### src/rtl/fir_pkg.sv
// fir_pkg: widths shared by the FIR front end and its MAC stage, the sequencer
// state encoding, and a modulo decrement helper for delay-line indexing.
package fir_pkg;

   localparam int COEF_W = 18;
   localparam int SAMP_W = 36;
   localparam int ACC_W  = 53;

   typedef logic [2:0] seq_state_t;

   localparam seq_state_t ST_IDLE  = 3'd0;
   localparam seq_state_t ST_CLEAR = 3'd1;
   localparam seq_state_t ST_RUN   = 3'd2;
   localparam seq_state_t ST_DRAIN = 3'd3;
   localparam seq_state_t ST_OUT   = 3'd4;

   // Step an index one place back in a ring of n entries. The compare-and-
   // reload form keeps the wrap correct when n is not a power of two.
   function automatic logic [8:0] mod_dec(input logic [8:0] idx, input logic [8:0] n);
      logic [8:0] r;
      if (idx == 9'd0) begin
         r = n - 9'd1;
      end else begin
         r = idx - 9'd1;
      end
      return r;
   endfunction

endpackage

### src/rtl/fir_sample_ring.sv
// fir_sample_ring: circular delay line of NTAPS input samples.
// Ports:
//   clock, reset   - system clock, synchronous active-high reset
//   wr_en, wr_data - store wr_data at the current write pointer
//   advance        - move the write pointer on by one (mod NTAPS)
//   rd_idx/rd_data - combinational read of any entry
//   wr_ptr         - current write pointer (slot of the next sample)
module fir_sample_ring
   import fir_pkg::*;
#(
   parameter int NTAPS = 16,
   parameter int AW    = 4
)
(
   input  logic              clock,
   input  logic              reset,
   input  logic              wr_en,
   input  logic [SAMP_W-1:0] wr_data,
   input  logic              advance,
   input  logic [AW-1:0]     rd_idx,
   output logic [SAMP_W-1:0] rd_data,
   output logic [AW-1:0]     wr_ptr
);

   localparam logic [AW-1:0] LAST_IDX = AW'(NTAPS - 1);

   logic [SAMP_W-1:0] line_r [NTAPS];
   logic [AW-1:0]     wr_ptr_r;

   // Sample storage and write pointer; reset zeroes the whole history.
   always_ff @(posedge clock) begin
      if (reset) begin
         for (int i = 0; i < NTAPS; i++) begin
            line_r[i] <= '0;
         end
         wr_ptr_r <= '0;
      end else begin
         if (wr_en) begin
            line_r[wr_ptr_r] <= wr_data;
         end
         if (advance) begin
            if (wr_ptr_r == LAST_IDX) begin
               wr_ptr_r <= '0;
            end else begin
               wr_ptr_r <= wr_ptr_r + AW'(1);
            end
         end
      end
   end

   assign rd_data = line_r[rd_idx];
   assign wr_ptr  = wr_ptr_r;

endmodule

### src/rtl/fir_tap_sequencer.sv
// fir_tap_sequencer: front-end controller for the 18x36 FIR MAC stage.
// Accepts one sample per in_valid/in_ready handshake, clears the MAC,
// streams NTAPS coefficient/sample pairs (newest sample first), waits
// MAC_LAT cycles, then presents mac_out on out_data with out_valid/out_ready.
// Ports:
//   clock, reset                      - clock, synchronous active-high reset
//   in_valid/in_ready/in_sample       - input sample handshake
//   coef_wr_en/addr/data              - coefficient write port (idle only)
//   mac_clear, mac_a, mac_b, mac_out  - MAC control, operands and result
//   out_valid/out_ready/out_data      - filter output handshake
module fir_tap_sequencer
   import fir_pkg::*;
#(
   parameter int NTAPS   = 16,
   parameter int MAC_LAT = 4,
   parameter int AW      = 4
)
(
   input  logic              clock,
   input  logic              reset,
   input  logic              in_valid,
   output logic              in_ready,
   input  logic [SAMP_W-1:0] in_sample,
   input  logic              coef_wr_en,
   input  logic [AW-1:0]     coef_wr_addr,
   input  logic [COEF_W-1:0] coef_wr_data,
   output logic              mac_clear,
   output logic [COEF_W-1:0] mac_a,
   output logic [SAMP_W-1:0] mac_b,
   input  logic [ACC_W-1:0]  mac_out,
   output logic              out_valid,
   input  logic              out_ready,
   output logic [ACC_W-1:0]  out_data
);

   localparam logic [AW:0] NTAPS_C    = (AW+1)'(NTAPS);
   localparam logic [7:0]  DRAIN_LAST = 8'(MAC_LAT - 1);

   seq_state_t        state_r;
   logic [AW:0]       tap_r;        // next tap to present
   logic [AW-1:0]     idx_r;        // delay-line slot of the next tap
   logic [7:0]        drain_cnt_r;
   logic [COEF_W-1:0] coef_r [NTAPS];
   logic [COEF_W-1:0] coef_rd_s;
   logic [SAMP_W-1:0] samp_rd_s;
   logic [AW-1:0]     wr_ptr_s;
   logic              accept_s;
   logic              advance_s;
   logic              coef_we_s;

   fir_sample_ring #(.NTAPS(NTAPS), .AW(AW)) u_ring (
      .clock   (clock),
      .reset   (reset),
      .wr_en   (accept_s),
      .wr_data (in_sample),
      .advance (advance_s),
      .rd_idx  (idx_r),
      .rd_data (samp_rd_s),
      .wr_ptr  (wr_ptr_s)
   );

   // Handshake decode, coefficient write qualification and coefficient read.
   always_comb begin
      accept_s  = (state_r == ST_IDLE) && in_ready && in_valid;
      advance_s = (state_r == ST_OUT) && out_valid && out_ready;
      // Writes land only while idle and never in the cycle a sample is taken.
      coef_we_s = !reset && (state_r == ST_IDLE) && !accept_s && coef_wr_en &&
                  ({1'b0, coef_wr_addr} < NTAPS_C);
      if (tap_r < NTAPS_C) begin
         coef_rd_s = coef_r[tap_r[AW-1:0]];
      end else begin
         coef_rd_s = '0;
      end
   end

   // Coefficient registers; intentionally not reset.
   always_ff @(posedge clock) begin
      if (coef_we_s) begin
         coef_r[coef_wr_addr] <= coef_wr_data;
      end
   end

   // Sequencer FSM; all outputs are registered and take the value that
   // belongs to the state being entered.
   always_ff @(posedge clock) begin
      if (reset) begin
         state_r     <= ST_IDLE;
         tap_r       <= '0;
         idx_r       <= '0;
         drain_cnt_r <= 8'd0;
         in_ready    <= 1'b0;
         mac_clear   <= 1'b1;
         mac_a       <= '0;
         mac_b       <= '0;
         out_valid   <= 1'b0;
         out_data    <= '0;
      end else begin
         case (state_r)
            ST_IDLE: begin
               mac_a <= '0;
               mac_b <= '0;
               if (accept_s) begin
                  in_ready  <= 1'b0;
                  mac_clear <= 1'b1;
                  idx_r     <= wr_ptr_s;
                  tap_r     <= '0;
                  state_r   <= ST_CLEAR;
               end else begin
                  in_ready  <= 1'b1;
                  mac_clear <= 1'b0;
               end
            end
            // CLEAR presents tap 0 for the first RUN cycle; RUN presents the
            // following taps until all NTAPS have been issued.
            ST_CLEAR, ST_RUN: begin
               mac_clear <= 1'b0;
               if (tap_r == NTAPS_C) begin
                  mac_a       <= '0;
                  mac_b       <= '0;
                  drain_cnt_r <= 8'd0;
                  state_r     <= ST_DRAIN;
               end else begin
                  mac_a   <= coef_rd_s;
                  mac_b   <= samp_rd_s;
                  tap_r   <= tap_r + (AW+1)'(1);
                  idx_r   <= AW'(mod_dec(9'(idx_r), 9'(NTAPS)));
                  state_r <= ST_RUN;
               end
            end
            ST_DRAIN: begin
               if (drain_cnt_r == DRAIN_LAST) begin
                  out_data  <= mac_out;
                  out_valid <= 1'b1;
                  state_r   <= ST_OUT;
               end else begin
                  drain_cnt_r <= drain_cnt_r + 8'd1;
               end
            end
            ST_OUT: begin
               if (out_ready) begin
                  out_valid <= 1'b0;
                  in_ready  <= 1'b1;
                  state_r   <= ST_IDLE;
               end else begin
                  out_valid <= 1'b1;
               end
            end
            default: begin
               state_r   <= ST_IDLE;
               in_ready  <= 1'b0;
               mac_clear <= 1'b1;
               mac_a     <= '0;
               mac_b     <= '0;
               out_valid <= 1'b0;
            end
         endcase
      end
   end

endmodule

### config.mk
export PLATFORM = sky130hd
export DESIGN_NAME = fir_tap_sequencer
export DESIGN_NICKNAME = d
export VERILOG_FILES = /design/src/rtl/fir_pkg.sv /design/src/rtl/fir_sample_ring.sv /design/src/rtl/fir_tap_sequencer.sv
export SDC_FILE = /design/constraint.sdc
export NUM_CORES = 1
export LEC_CHECK = 0
export ABC_AREA = 1
export CAP_MARGIN = 15
export CORE_UTILIZATION = 35
export CTS_BUF_LIST = sky130_fd_sc_hd__clkbuf_2 sky130_fd_sc_hd__clkbuf_4 sky130_fd_sc_hd__clkbuf_8
export DETAILED_ROUTE_END_ITERATION = 16
export PLACE_DENSITY = 0.49
export SLEW_MARGIN = 20
export SYNTH_ARGS = -nofsm -noshare
export SYNTH_HDL_FRONTEND = slang
export SYNTH_HIERARCHICAL = 1
export SYNTH_SLANG_ARGS = --single-unit
### constraint.sdc
create_clock -name clock -period 3.45 [get_ports clock]
set_input_delay 0.345 -clock clock [delete_from_list [all_inputs] [get_ports clock]]
set_output_delay 0.345 -clock clock [all_outputs]
set_load 0.01 [all_outputs]
==> COMMIT_EDITMSG, run 1 <==
Refresh implementation metrics

* Result of the run: finished clean
- For this run, the script counts the antenna cells in the layout as 1.
- Top comb family, area: simple AND/OR/NAND/NOR gates
- Listed in order, past its start point the critical path passes nor2_1, nand2_1, nor2_1, nand2_2, nor2_2, nand2_2, nand2_2, buf_12.
* Tightest slew margin relative to the limit: 29.6%
* Combinational-cell power consumption: 0.00734 W
- Largest contributor to cell area by class: flip-flops and latches
- Setup crit start: state_r[0]
- Largest net degree at the start of global routing: 192
- The layout contains a multi-input combinational cell count of 2899.
- In the layout the commonest cells are 1290 x sky130_fd_sc_hd__nand2_1, 864 x sky130_fd_sc_hd__edfxtp_1, 721 x sky130_fd_sc_hd__inv_1.
* Hold violation total from the final report: 0
- Maximum fanout encountered on the critical timing path: 14
- Mean instance size in the synthesized netlist: 9.15 sq um
* Area of all sequential standard cells: 28700 sq um
* Share of final-layout standard cells stronger than drive strength 1: 9.15%
- With fillers left out, the area of the finished cells amounts to 53100 sq um.
- For the pin with the worst max-slew slack, the measured transition is 1.06 ns.
- In this run the critical register-to-register path is launched from state_r[0].
- Power spread over the standard cell area amounts to ~610 nW/um^2.
- Number of stages on the worst hold path: 3
* Proportion of synthesized flip-flops having asynchronous set or reset: 0%
- Setup crit end kind: register
- 226 I/O pins were placed.
- The non-clock inverters instantiated in the layout total 737.
- Power of the sequential group: 0.0140 W
- Worst vdd ir: 0.426 mV
- The power report shows net switching accounting for 32.3% of the total.
- The OpenROAD report gives the critical path a data arrival time of 3.08 ns.
- All-layer global routing usage: 20.6%
* Dominant cell by count in the synthesized netlist: sky130_fd_sc_hd__nand2_1
- Post-layout period usage of the worst path: 72.7%
- Largest stage delay on the critical path: 0.41 ns
- The initial antenna violation count came to 3.
- Number of hold buffers added after CTS: 32
- Per the placement log, port buffering inserted approximately 230 buffers.
- In the routed layout, each cell is associated on average with a via count of 4.71.
* Share of total power in sequential cells: between 40% and 50%
* Vias in the first global route: 32473
- # placed instances: about 6600
* Well Taps: 1662
- Dominant logic cell type in the layout: sky130_fd_sc_hd__nand2_1
- Fraction of power consumed by combinational cells: 22.5%
* Post-layout util: around 42%
- Main synth FF type: sky130_fd_sc_hd__edfxtp_1
- Yosys reports a chip area of 45100 sq um.
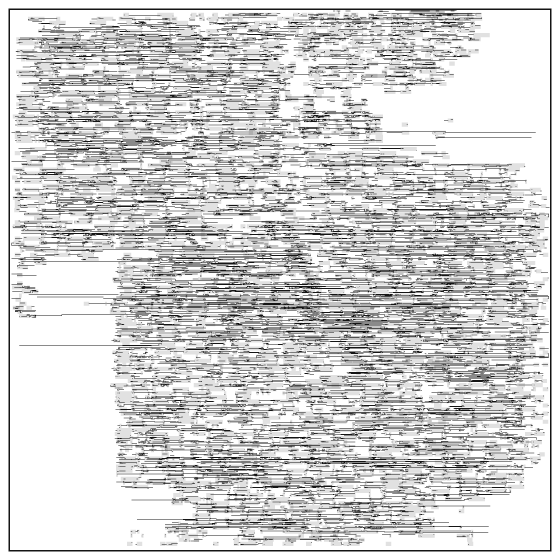
Fig. 1. M1 wires (run 1).
The wires run mostly horizontal. The layer carries 59.8 mm of wire.
total via count after detailed routing: 32923
global routing usage on met1: 27.1%
total length of routed wires: 134000 microns

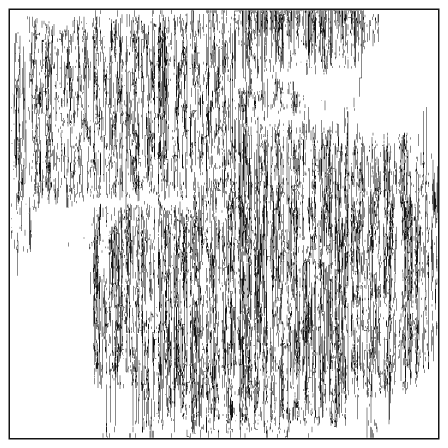
Fig. 2. Metal 2 (run 1).
3598 nets have wire on it. The wires run mostly vertical. The layer carries 65.2 mm of wire. The layer holds 49% of the routed length.

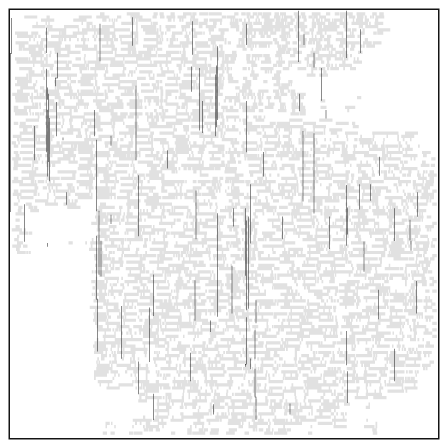
Fig. 3. The metal 4 layer (run 1).
The layer carries 2940 microns of wire. The layer holds 2.2% of the routed length. The wires run mostly vertical. The longest straight run is 134 microns. 40 nets have wire on it.

==> run 2: changes to the inputs <==
--- a/config.mk
+++ b/config.mk
@@ -10,7 +10,7 @@
 export CORE_UTILIZATION = 35
 export CTS_BUF_LIST = sky130_fd_sc_hd__clkbuf_2 sky130_fd_sc_hd__clkbuf_4 sky130_fd_sc_hd__clkbuf_8
 export DETAILED_ROUTE_END_ITERATION = 16
-export PLACE_DENSITY = 0.49
+export PLACE_DENSITY = 0.51
 export SLEW_MARGIN = 20
 export SYNTH_ARGS = -nofsm -noshare
 export SYNTH_HDL_FRONTEND = slang
==> constraint.sdc (replaced) <==
create_clock -name clock -period 2.1 [get_ports clock]
set_input_delay 0.21 -clock clock [delete_from_list [all_inputs] [get_ports clock]]
set_output_delay 0.21 -clock clock [all_outputs]
set_load 0.01 [all_outputs]
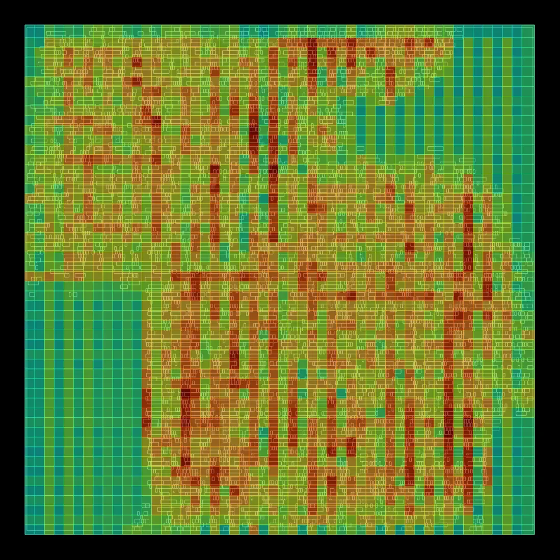
Fig. 4. Congestion heat map (run 2).
busiest layer in global routing: met2
all-layer global routing usage: 20.8%
final routed wire length divided by cell count: 19.0 microns
post-layout util: 43.1%
met2 demand-to-capacity share in global routing: 33.0%

==> run 2 against run 1 <==
Compared with the run above:
- non-clock buffer count is 173 higher
- design area is 3.7% higher
- clock power is 63% higher
- clock-buffer cell count stayed put
- sequential share of layout area is 2.0 points lower
- setup slack worse by 0.83 ns
- area after synthesis stayed put
- die area stayed put
- first-iteration DRC count is 5.0% higher
- highest routed layer is now met4
==> COMMIT_EDITMSG, run 2 <==
Refresh implementation metrics

* Share of final-layout standard cells stronger than drive strength 1: 11.6% (+2.5 points)
* Result of the run: finished clean
- Setup crit end kind: output pin
* Number of stages on the worst hold path: 3 (unchanged)
- Hold violation total from the final report: 0 (unchanged)
- Post-layout period usage of the worst path: between 90 and 100%
- Proportion of synthesized flip-flops having asynchronous set or reset: 0% (unchanged)
* Dominant logic cell type in the layout: sky130_fd_sc_hd__nand2_1
- The worst supply voltage drop on vdd came to 0.659 mV (+55%).
- In the synthesized netlist the dominant register cell turns out to be sky130_fd_sc_hd__edfxtp_1.
- Vias in the first global route: 32696 (+0.69%)
- Most common logic cells in the final layout: 1290 x sky130_fd_sc_hd__nand2_1, 864 x sky130_fd_sc_hd__edfxtp_1, 721 x sky130_fd_sc_hd__inv_1
- Port bufs: 225 (unchanged)
* Area of all sequential standard cells: 28700 sq um (unchanged)
* Arrival time reported for the critical path endpoint: 1.77 ns (-1.31 ns)
- The antenna cell count came to 2 (+1).
* Count of multi-input combinational gates: 2899 (unchanged)
* Fraction of power consumed by combinational cells: 24.6% (+2.1 points)
- The quantity of hold-fixing buffers added after cts came to 55 (+72%).
* Avg Vias per Cell: 4.75 (+0.78%)
- The largest net degree at the start of global routing came to 81 (-58%).
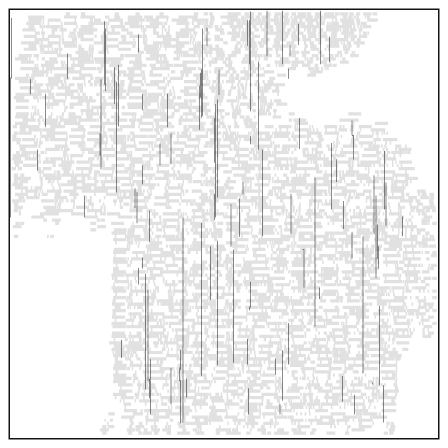
Fig. 5. The metal 4 layer (run 2).
total length of routed wires: 136000 microns
total via count after detailed routing: 33954

Power and IR drop assume default switching activity.
